--- src/rtl/ic_bram_cpu_bus_bridge_pkg.sv ---
// ----------------------------------------------------------------------------
// ic_bram_cpu_bus_bridge_pkg
// Shared interconnect definitions for the BRAM-to-bus bridge: bus widths,
// write-strobe width and the bridge FSM state encoding.
// ----------------------------------------------------------------------------
package ic_bram_cpu_bus_bridge_pkg;

    localparam int ADDR_W = 32;
    localparam int DATA_W = 32;
    localparam int STRB_W = 4;

    typedef enum logic [1:0] {
        ST_IDLE = 2'd0,
        ST_REQ  = 2'd1,
        ST_RSP  = 2'd2,
        ST_DONE = 2'd3
    } bridge_state_e;

endpackage

--- src/rtl/ic_bram_cpu_bus_bridge_if.sv ---
// ----------------------------------------------------------------------------
// ic_bram_cpu_bus_bridge_if
// Request/response bus between the bridge (master) and the interconnect
// (slave).
//   mem_req/mem_gnt           request handshake, fields held until grant
//   mem_wen/strb/wdata/addr   request fields
//   mem_recv/mem_ack          response handshake
//   mem_error/mem_rdata       response payload
// ----------------------------------------------------------------------------
interface ic_bram_cpu_bus_bridge_if;
    import ic_bram_cpu_bus_bridge_pkg::*;

    logic              mem_req;
    logic              mem_gnt;
    logic              mem_wen;
    logic [STRB_W-1:0] mem_strb;
    logic [DATA_W-1:0] mem_wdata;
    logic [ADDR_W-1:0] mem_addr;
    logic              mem_recv;
    logic              mem_ack;
    logic              mem_error;
    logic [DATA_W-1:0] mem_rdata;

    modport master (
        output mem_req, mem_wen, mem_strb, mem_wdata, mem_addr, mem_ack,
        input  mem_gnt, mem_recv, mem_error, mem_rdata
    );

    modport slave (
        input  mem_req, mem_wen, mem_strb, mem_wdata, mem_addr, mem_ack,
        output mem_gnt, mem_recv, mem_error, mem_rdata
    );

endinterface

--- src/rtl/ic_bram_cpu_bus_bridge.sv ---
// ----------------------------------------------------------------------------
// ic_bram_cpu_bus_bridge
// Turns single BRAM-style accesses (cen/addr/wdata/wstrb, stall) into one
// outstanding request/response bus transaction at a time. With
// POSTED_WRITES=1 writes are accepted at grant and their response is drained
// in the background; errors on drained responses set the sticky posted_err.
//
// Ports
//   g_clk, g_resetn          clock, async active-low reset
//   bram_cen/addr/wdata/wstrb  BRAM-side access (wstrb==0 is a read)
//   bram_stall               access not yet accepted
//   bram_rdata/bram_error    response of the last non-posted access
//   enable                   permits starting new transactions
//   bus                      bus master modport
//   posted_err, err_clr      sticky posted-write error and its clear
//
// State table
//   state   | meaning
//   ST_IDLE | waiting for an access; also parked while a posted write drains
//   ST_REQ  | mem_req raised with captured fields, waiting for mem_gnt
//   ST_RSP  | granted, waiting for mem_recv
//   ST_DONE | access accepted (stall low) for one cycle
// ----------------------------------------------------------------------------
module ic_bram_cpu_bus_bridge
    import ic_bram_cpu_bus_bridge_pkg::*;
#(
    parameter bit POSTED_WRITES = 1'b0
) (
    input  logic                     g_clk,
    input  logic                     g_resetn,
    input  logic                     bram_cen,
    input  logic [ADDR_W-1:0]        bram_addr,
    input  logic [DATA_W-1:0]        bram_wdata,
    input  logic [STRB_W-1:0]        bram_wstrb,
    output logic                     bram_stall,
    output logic [DATA_W-1:0]        bram_rdata,
    output logic                     bram_error,
    input  logic                     enable,
    ic_bram_cpu_bus_bridge_if.master bus,
    output logic                     posted_err,
    input  logic                     err_clr
);

    bridge_state_e     state_q, state_d;
    logic              drain_q;
    logic              cen_lost_q;
    logic [ADDR_W-1:0] addr_q;
    logic [DATA_W-1:0] wdata_q;
    logic [STRB_W-1:0] strb_q;
    logic              wen_q;
    logic [DATA_W-1:0] rdata_q;
    logic              err_q;
    logic              posted_err_q;

    logic start, grant, posted_grant, rsp_done, drain_done;

    assign start        = (state_q == ST_IDLE) && bram_cen && enable && !drain_q;
    assign grant        = (state_q == ST_REQ) && bus.mem_gnt;
    assign posted_grant = grant && POSTED_WRITES && wen_q;
    assign rsp_done     = (state_q == ST_RSP) && bus.mem_recv;
    assign drain_done   = drain_q && bus.mem_recv;

    always_ff @(posedge g_clk or negedge g_resetn) begin
        if (!g_resetn) begin
            state_q <= ST_IDLE;
        end else begin
            state_q <= state_d;
        end
    end

    always_comb begin
        state_d = state_q;
        case (state_q)
            ST_IDLE: if (start) state_d = ST_REQ;
            ST_REQ:  if (grant) state_d = posted_grant ? ST_DONE : ST_RSP;
            ST_RSP:  if (bus.mem_recv) state_d = ST_DONE;
            ST_DONE: state_d = ST_IDLE;
            default: state_d = ST_IDLE;
        endcase
    end

    // If the master let go of cen while the transaction was in flight, a
    // cen seen in DONE belongs to a new access and must not be acknowledged.
    always_comb begin
        bram_stall    = bram_cen && ((state_q != ST_DONE) || cen_lost_q);
        bus.mem_req   = (state_q == ST_REQ);
        bus.mem_ack   = (state_q == ST_RSP) || drain_q;
        bus.mem_wen   = wen_q;
        bus.mem_strb  = strb_q;
        bus.mem_wdata = wdata_q;
        bus.mem_addr  = addr_q;
    end

    always_ff @(posedge g_clk or negedge g_resetn) begin
        if (!g_resetn) begin
            drain_q      <= 1'b0;
            cen_lost_q   <= 1'b0;
            addr_q       <= '0;
            wdata_q      <= '0;
            strb_q       <= '0;
            wen_q        <= 1'b0;
            rdata_q      <= '0;
            err_q        <= 1'b0;
            posted_err_q <= 1'b0;
        end else begin
            if (start) begin
                addr_q  <= bram_addr;
                wdata_q <= bram_wdata;
                strb_q  <= bram_wstrb;
                wen_q   <= |bram_wstrb;
            end

            if (start) begin
                cen_lost_q <= 1'b0;
            end else if (((state_q == ST_REQ) || (state_q == ST_RSP)) && !bram_cen) begin
                cen_lost_q <= 1'b1;
            end

            if (posted_grant) begin
                drain_q <= 1'b1;
            end else if (drain_done) begin
                drain_q <= 1'b0;
            end

            // Posted writes report no error and leave the last read data alone.
            if (rsp_done) begin
                rdata_q <= bus.mem_rdata;
                err_q   <= bus.mem_error;
            end else if (posted_grant) begin
                err_q   <= 1'b0;
            end

            // Set has priority over clear.
            if (drain_done && bus.mem_error) begin
                posted_err_q <= 1'b1;
            end else if (err_clr) begin
                posted_err_q <= 1'b0;
            end
        end
    end

    assign bram_rdata = rdata_q;
    assign bram_error = err_q;
    assign posted_err = posted_err_q;

endmodule
--- src/flat_wrapper.sv ---
// flat-port wrapper written by rule: the top's interface ports become plain ports
module ic_bram_cpu_bus_bridge_flat import ic_bram_cpu_bus_bridge_pkg::*;
#(
    parameter bit POSTED_WRITES = 1'b0
)
  (g_clk, g_resetn, bram_cen, bram_addr, bram_wdata, bram_wstrb, bram_stall, bram_rdata, bram_error, enable, posted_err, err_clr, bus_mem_req, bus_mem_wen, bus_mem_strb, bus_mem_wdata, bus_mem_addr, bus_mem_ack, bus_mem_gnt, bus_mem_recv, bus_mem_error, bus_mem_rdata);
  ic_bram_cpu_bus_bridge_if bus_i ();
  input  logic g_clk;
  input  logic g_resetn;
  input  logic bram_cen;
  input  logic [ADDR_W-1:0] bram_addr;
  input  logic [DATA_W-1:0] bram_wdata;
  input  logic [STRB_W-1:0] bram_wstrb;
  output logic bram_stall;
  output logic [DATA_W-1:0] bram_rdata;
  output logic bram_error;
  input  logic enable;
  output logic posted_err;
  input  logic err_clr;
  output wire logic [$bits(bus_i.mem_req)-1:0] bus_mem_req;
  output wire logic [$bits(bus_i.mem_wen)-1:0] bus_mem_wen;
  output wire logic [$bits(bus_i.mem_strb)-1:0] bus_mem_strb;
  output wire logic [$bits(bus_i.mem_wdata)-1:0] bus_mem_wdata;
  output wire logic [$bits(bus_i.mem_addr)-1:0] bus_mem_addr;
  output wire logic [$bits(bus_i.mem_ack)-1:0] bus_mem_ack;
  input wire logic [$bits(bus_i.mem_gnt)-1:0] bus_mem_gnt;
  input wire logic [$bits(bus_i.mem_recv)-1:0] bus_mem_recv;
  input wire logic [$bits(bus_i.mem_error)-1:0] bus_mem_error;
  input wire logic [$bits(bus_i.mem_rdata)-1:0] bus_mem_rdata;
  assign bus_mem_req = bus_i.mem_req;
  assign bus_mem_wen = bus_i.mem_wen;
  assign bus_mem_strb = bus_i.mem_strb;
  assign bus_mem_wdata = bus_i.mem_wdata;
  assign bus_mem_addr = bus_i.mem_addr;
  assign bus_mem_ack = bus_i.mem_ack;
  assign bus_i.mem_gnt = bus_mem_gnt;
  assign bus_i.mem_recv = bus_mem_recv;
  assign bus_i.mem_error = bus_mem_error;
  assign bus_i.mem_rdata = bus_mem_rdata;
  ic_bram_cpu_bus_bridge #(.POSTED_WRITES(POSTED_WRITES)) u_core (.g_clk(g_clk), .g_resetn(g_resetn), .bram_cen(bram_cen), .bram_addr(bram_addr), .bram_wdata(bram_wdata), .bram_wstrb(bram_wstrb), .bram_stall(bram_stall), .bram_rdata(bram_rdata), .bram_error(bram_error), .enable(enable), .bus(bus_i), .posted_err(posted_err), .err_clr(err_clr));
endmodule
--- config.mk ---
export PLATFORM = sky130hd
export DESIGN_NAME = ic_bram_cpu_bus_bridge_flat
export DESIGN_NICKNAME = d
export VERILOG_FILES = /design/src/rtl/ic_bram_cpu_bus_bridge_pkg.sv /design/src/rtl/ic_bram_cpu_bus_bridge_if.sv /design/src/rtl/ic_bram_cpu_bus_bridge.sv /design/src/flat_wrapper.sv
export SDC_FILE = /design/constraint.sdc
export NUM_CORES = 1
export LEC_CHECK = 0
export CORE_MARGIN = 4
export CORE_UTILIZATION = 35
export CTS_CLUSTER_SIZE = 40
export DETAILED_ROUTE_END_ITERATION = 8
export PLACE_DENSITY = 0.83
export SYNTH_ARGS = -nofsm -noshare
export SYNTH_HDL_FRONTEND = slang
export SYNTH_SLANG_ARGS = --single-unit
--- constraint.sdc ---
create_clock -name g_clk -period 2.6 [get_ports g_clk]
set_input_delay 0.39 -clock g_clk [delete_from_list [all_inputs] [get_ports g_clk]]
set_output_delay 0.39 -clock g_clk [all_outputs]
set_load 0.02 [all_outputs]
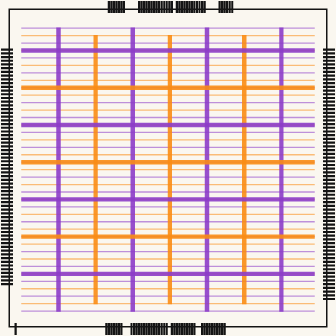
pdn.png
Pins as bars on the die edge.
- VSS: purple
- VDD: orange
- met5 straps: 7
- met4 straps: 7
- signal pins: 214
core area: 0.0111 sq mm
Worst VDD drop: 695 uV
Die Span X: 115 um
Vert. Die Dim: 115 um

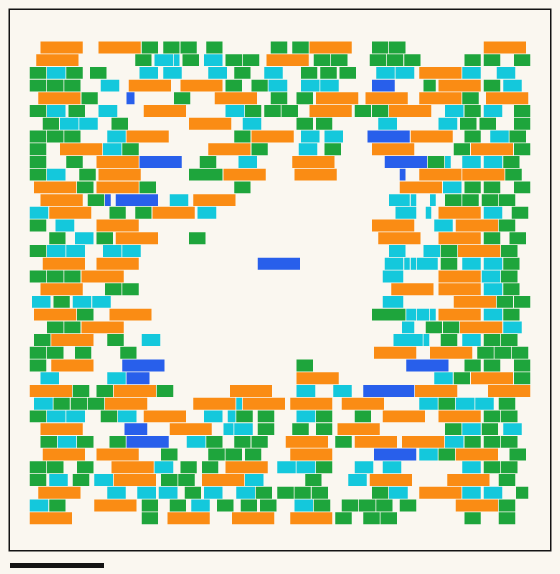
cell_classes.png
Scale bar: 20 um.
- clock drivers and dummy loads: blue (cells 16)
- flip-flops: orange (cells 105)
- other buffers and delay cells: green (cells 214)
- all other logic: cyan (cells 125)

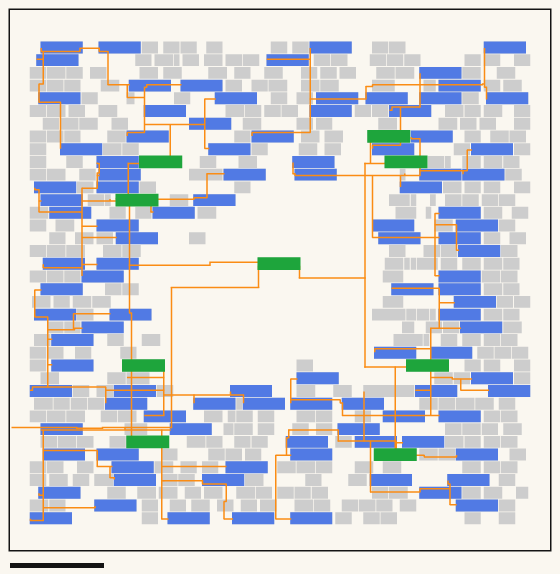
clock_map.png
Scale bar: 20 um.
- clock wires: orange (length 1250 um)
- flip-flops: blue (count 105)
- cells driving clock nets: green (count 9)
- flops lie: all over the die
Post-Route Skew: 0.00551 ns
Clock power frac: 16.4%

==> flow_summary.json <==
{
  "grtUsageMet1_pct": 16.4,
  "slew_violations": 0,
  "max-slew-margin-rel_pct": 55.6,
  "gp_congestion": 0.758,
  "synthToLayoutAreaGrowth_pct": 63.1,
  "hold_viol_final": 0,
  "slowest_stage": "clkdlybuf4s50_1",
  "area_leaders": "dfrtp_1 65%, mux2_2 28%, buf_6 2.0%",
  "flop_cell": "dfrtp_1",
  "antenna_found_initial": 0,
  "nNetsFinal": 568,
  "final_antenna_net_count": 0,
  "netlist_area_sq_mm": 0.00404,
  "edf_count": 0,
  "grt_pass1_vias": 3140,
  "post-route-util_pct": 59.5,
  "yosys_cells": 241,
  "grt_busiest_layer": "met2",
  "path_buffers": 2,
  "top_cell_area_share_pct": 65.0,
  "cp-start-kind": "input port",
  "grt_max_degree": 72,
  "cts_tree": "yes",
  "cts_max_level": 3,
  "avgSynthCellArea_sq_um": 16.8,
  "status": "finished clean",
  "final_cell_mix": "210 x clkdlybuf4s50_1, 105 x dfrtp_1, 101 x mux2_2",
  "p_switching_mw": 2.88,
  "placed_area_sq_mm": 0.00628,
  "ctsHoldBuffers": 0,
  "worst_pin_slew_ns": 0.666,
  "r2r_cells": 5,
  "max_cap_viol_count": 0,
  "dr_wl_met2_um": 4970,
  "crit_type": "input port to primary output",
  "clockBufferDepth": 2,
  "tool_warnings": 31,
  "dieArea_sq_mm": 0.0133,
  "r2r_setup_slack_ns": 0.80,
  "use_met3_pct": 6.74,
  "p_comb_share_pct": 49.5,
  "finalCritPeriodShare_pct": 84.0,
  "p_int_mw": 5.57,
  "ys_ff": 105,
  "final_common_cell": "clkdlybuf4s50_1",
  "ios": 214,
  "synth-async-reset-ratio_pct": 100,
  "crit_arrival_ns": 1.80,
  "postCtsResizedCells": 0,
  "timing.hold.ws_ns": 0.0778,
  "initial_utilization_pct": 36.5,
  "drcViolationCount": 0,
  "critPathCaptureType": "primary output",
  "rows": 38,
  "cp-startpoint": "bram_cen",
  "root_buffer": "clkbuf_16",
  "dpl_worst_slack_ns": 0.407,
  "cp_cell_sequence": "clkdlybuf4s50_1, a21boi_0, clkdlybuf4s50_1",
  "final.setup.tns_ns": 0,
  "synth_cell_types": 18,
  "p_sw_share_pct": 34.1,
  "dr.max_layer_used": "met4",
  "cp_top_family": "buffers and inverters",
  "syn_nets": 354,
  "worst_slack_ns": 0.415,
  "worstPathRequired_ns": 2.21,
  "dr.pass1.iters": 4,
  "grt_pass1_wl_um": 15700,
  "fin_cells": 600,
  "yosys_warnings": 0,
  "p_per_area_mw_per_mm2": 1280,
  "synth_cells": 241,
  "globalRouteOverflowTotal": 0,
  "port_buffers": 211,
  "hold_class": "input port to async pin",
  "fmaxAchievable_ghz": 0.458,
  "drt_iter0_drc": 88,
  "rr_startpoint": "u_core.state_q[0]",
  "pwr-share-seq_pct": 34.1,
  "cp_max_fo": 4,
  "path_clk_slew_ns": 0.06,
  "met3_length_um": 1290,
  "finalSetupViolCount": 0,
  "ys_seq_share_pct": 65.0,
  "top_cell": "dfrtp_1",
  "cp_slowest_stage_delay_ns": 0.65,
  "viasPerCell": 4.58,
  "fillCellCount": 847,
  "dp_hpwl_um": 7640,
  "crit_path_frequent_cell": "clkdlybuf4s50_1",
  "drive_gt1_share_pct": 26.1,
  "finish.instance_area_sq_mm": 0.00659,
  "post_cts_buffers": 0,
  "top_cells_by_count": "105 x dfrtp_1, 101 x mux2_2, 7 x buf_6",
  "track_usage_pct": 15.1,
  "use_met2_pct": 26.0,
  "placed_cells": 584,
  "p_total_mw": 8.45,
  "top_area_cell": "dfrtp_1",
  "n_antenna_cell": 0,
  "reg2reg_to": "u_core.bram_rdata[19]",
  "wl_met1_um": 3560,
  "rsz0062_at_grt": "false",
  "min_period_ns": 2.19,
  "ys_chip_area_sq_mm": 0.00404,
  "leakage_nw": 2.80
}
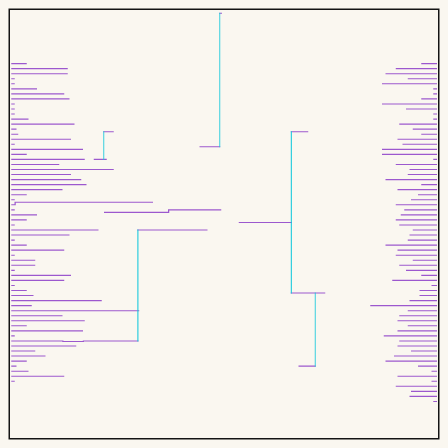
metal_stack.png
Two of the layers only.
- met4: cyan (wire length 137 um)
- met3: purple (wire length 1290 um)
WL per Instance: 16.6 um
via count: 2750
WL final: 9950 um

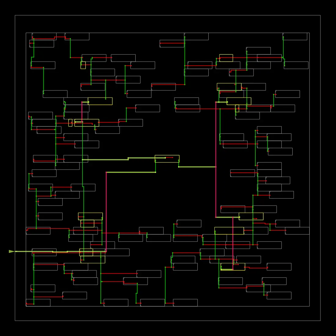
final_clocks.png
CTS sink cnt: 105
Num CTS Buffers: 9
flop count: 105
Worst-Skew Late Latency: 0.33 ns

==> cells by family (layout without fill, tap and decap cells) <==
group	count (synthesis)	after routing	share of synthesized area, %
adder cells (fa/ha/maj)	5	5	1.55
flip-flops	105	105	65.0
other	1	1	0.0928
multiplexers	103	103	28.7
buffers and inverters	16	235	2.97
AND-OR/OR-AND	4	4	0.743
AND/OR/NAND/NOR	7	7	0.929
==> power groups by stage <==
stage / Combinational, mW / Clock, mW / Sequential [mW]
global route: 4.44 / 1.51 / 2.99
finish: 4.18 / 1.38 / 2.88
global placement: 4.15 / 0 / 2.85
CTS: 4.25 / 1.43 / 2.90
floorplan: 1.10 / 0 / 3.88
detailed placement: 4.23 / 0 / 2.92
==> layout make-up <==
| type | count | area (sq um) | share of cell area, % |
|---|---|---|---|
| Inverter | 5 | 18.8 | 0.285 |
| Sequential cell | 105 | 2630 | 39.9 |
| Clock buffer | 14 | 274 | 4.16 |
| Tap cell | 140 | 175 | 2.66 |
| Clock inverter | 2 | 35.0 | 0.532 |
| Multi-Input combinational cell | 120 | 1300 | 19.7 |
| Timing Repair Buffer | 214 | 2160 | 32.7 |
==> worst max path at each step <==
stage | end | cells past startpoint
finish | bram_stall | 3
global route | bram_stall | 3
CTS | bram_stall | 3
detailed placement | bram_stall | 3
global placement | bram_stall | 3
floorplan | u_core.state_q[1] | 4
==> registers in the layout (all words and copies together) (netlist names) <==
register	flops
u_core.bus.mem_strb	4
u_core.bus.mem_wdata	32
u_core.state_q	2
u_core.bus.mem_wen	1
u_core.bram_rdata	32
u_core.bus.mem_addr	32
u_core.cen_lost_q	1
u_core.bram_error	1
Power and IR drop assume default switching activity.
